==> images/pinout.png <==
Drawn at 3 px/µm. Pins as bars across the die edge, other pins in grey.
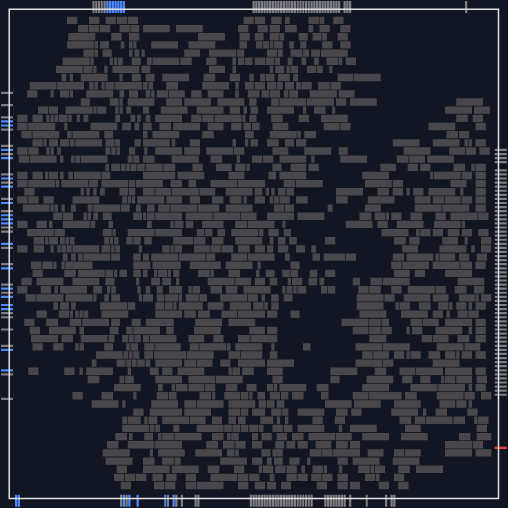
==> images/m2.png <==
Drawn at 3 px/µm.
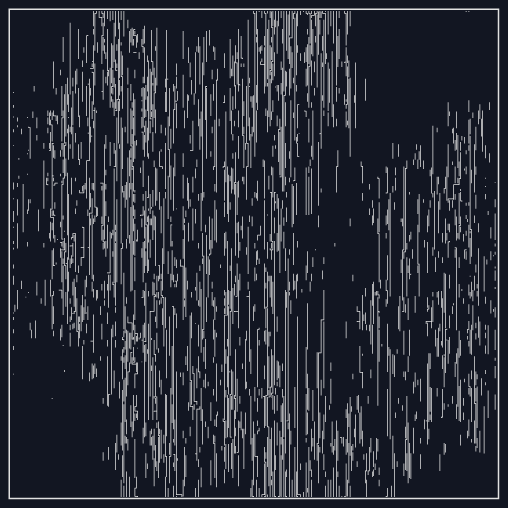
==> images/port_trees.png <==
Drawn at 1.5 px/µm.
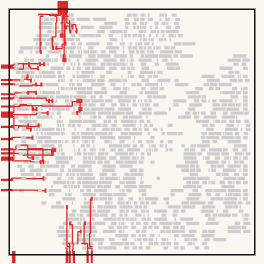
==> images/layers.png <==
Drawn at 1.5 px/µm. Only two layers are drawn.
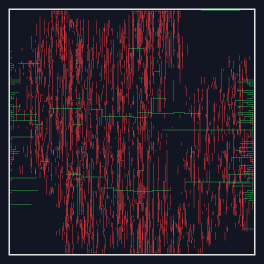
Design fetch_unit, sky130hd; sources not shown.
==> out/summary.json <==
{
  "cts_tree": {"value": "done"},
  "dp_hpwl": {"value": 17.06, "unit": "mm"},
  "synthesis.nets": {"value": 923},
  "pin_count_of_the_biggest_net_entering_global_routing": {"value": 81},
  "worstHoldPathType": {"value": "register to register"},
  "final-setup-viol-count": {"value": 1},
  "switching_share": {"value": 28.41, "unit": "%"},
  "ys_dominant_reg_cell": {"value": "sky130_fd_sc_hd__dfrtp_1"},
  "drive_gt1_share": {"value": 25.80, "unit": "%"},
  "yosys-top-cells-area": {"value": "sky130_fd_sc_hd__dfrtp_1 (49%), sky130_fd_sc_hd__mux2_4 (9.0%), sky130_fd_sc_hd__mux2_2 (8.5%), sky130_fd_sc_hd__mux2i_1 (6.5%), sky130_fd_sc_hd__xnor2_1 (3.9%)"},
  "final_critical_path_setup_slack": {"value": -0.01069, "unit": "ns"},
  "yosysTopAreaCell": {"value": "sky130_fd_sc_hd__dfrtp_1"},
  "failed_checks": {"value": "setup timing"},
  "postSynth.asyncResetShare": {"value": 100.0, "unit": "%"},
  "final_cell_area": {"value": 13310, "unit": "µm²"},
  "layout.cells.most_common": {"value": "sky130_fd_sc_hd__dfrtp_1"},
  "number_of_flip_flops_under_the_largest_register_name": {"value": 128},
  "die-area": {"value": 26440, "unit": "µm²"},
  "synth_sequential_area_ratio": {"value": 49.26, "unit": "%"},
  "cts_root_buf": {"value": "sky130_fd_sc_hd__clkbuf_16"},
  "most_used_cells_in_the_layout_excluding_fill_and_tap_cells": {"value": "sky130_fd_sc_hd__dfrtp_1 (195), sky130_fd_sc_hd__clkdlybuf4s50_1 (171), sky130_fd_sc_hd__nor2_1 (99), sky130_fd_sc_hd__mux2_2 (76), sky130_fd_sc_hd__mux2i_1 (65)"},
  "report.final.hold_viol_count": {"value": 0},
  "num-nets-final": {"value": 1158},
  "outcome": {"value": "finished with violations"},
  "post-cts-setup-buffer-count": {"value": 9},
  "syn_area": {"value": 10060, "unit": "µm²"},
  "critical_path.cell_chain": {"value": "buf_6 -> mux2i_1 -> nor2_1 -> and4_4 -> nand4_1 -> nor3_2 -> buf_4 -> buf_6 -> nand3_1 -> xnor2_1 -> buf_2"},
  "grt_setup_unrepaired": {"value": "yes"},
  "synth.yosys.num_cells": {"value": 849},
  "setup_tns": {"value": -0.01069, "unit": "ns"},
  "place_area": {"value": 12530, "unit": "µm²"},
  "timing.critical_path.arrival": {"value": 2.67, "unit": "ns"},
  "power_switching": {"value": 1.945, "unit": "mW"},
  "worst_slew_margin_rel": {"value": 35.58, "unit": "%"}
}
Back to the opening pictures, pinout.png:
legend:
  redirect_pc:
    colour: blue
    pins: 32
    direction: input
    edge: 18 west, 7 south, 7 north
  rst_n:
    colour: red
    pins: 1
    direction: input
    edge: east
Die Y-Extent: 162.6 µm
count of input and output buffers: 196
width of the die: 162.6 µm

Back to the opening pictures, m2.png:
nets with wire on the layer: 1007
longest straight run: 59.3 µm
met2 routing resource usage after global routing: 30.52%
final wirelength: 24.36 mm
vias after detailed routing: 7238

Back to the opening pictures, port_trees.png:
legend:
  redirect_pc:
    colour: red
    direction: input
    end_cells: 48
    wire: 783 µm
top-level port count: 199

Back to the opening pictures, layers.png:
legend:
  M3:
    colour: green
    wire_length: 881 µm
  M2:
    colour: red
    wire_length: 11300 µm
global routing usage summed across all routing layers: 18.89%
WL per Instance: 17.07 µm

-- power groups by stage --
stage	Clock, mW	Sequential (mW)	Combinational, mW
global route	2.17	3.05	2.02
floorplan	0	2.93	1.11
global placement	0	2.99	1.84
CTS	2.06	2.98	1.87
detailed placement	0	3.01	1.87
finish	2.01	2.98	1.86
-- area by class of cell --
class,instances,area [µm²],share of cell area [%]
Clock buffer,18,429.2,3.223
Tap cell,330,412.9,3.101
Clock inverter,14,230.2,1.729
Inverter,14,52.55,0.3947
Timing Repair Buffer,268,2497,18.76
Multi-Input combinational cell,585,4731,35.53
Sequential cell,198,4961,37.26
-- metal layers --
metal  vias up  share of wire (%)  global-route usage (%)
met3        22                3.6                   3.489
met5         -                  0                       0
li1       3439                  -                       -
met2       150                 46                   30.52
met1      3627                 48                   26.29
met4         0                2.0                   4.948
-- critical path: cells and delay by family (launching register included) --
family / cells / cell delay [ns]
flip-flops: 1 / 0.53
multiplexers: 1 / 0.12
AND/OR/NAND/NOR: 5 / 0.87
buffers and inverters: 4 / 0.58
XOR/XNOR: 1 / 0.14
-- logic make-up after synthesis --
logic type,count (synthesis),share of synthesized area (%)
AND-OR/OR-AND,63,3.942
XOR/XNOR,59,5.348
adder cells (fa/ha/maj),5,0.6218
buffers and inverters,67,4.502
flip-flops,198,49.26
multiplexers,207,24.60
AND/OR/NAND/NOR,250,11.73
-- metrics by stage --
step	power [mW]	util, %	hold slack, ns	std cells	worst slack, ns
2_1_floorplan	4.039	-	0.4574	849	0.04122
3_3_place_gp	4.823	50.21	0.4683	1378	0.04626
3_5_place_dp	4.883	50.21	0.4748	1378	0.02944
4_1_cts	6.915	53.10	0.4912	1420	-0.08599
5_1_grt	7.243	53.33	0.5006	1427	-0.1733
6_report	6.845	53.33	0.4886	1427	-0.01069
No activity file was given, so power comes from the tool's default toggle rates.
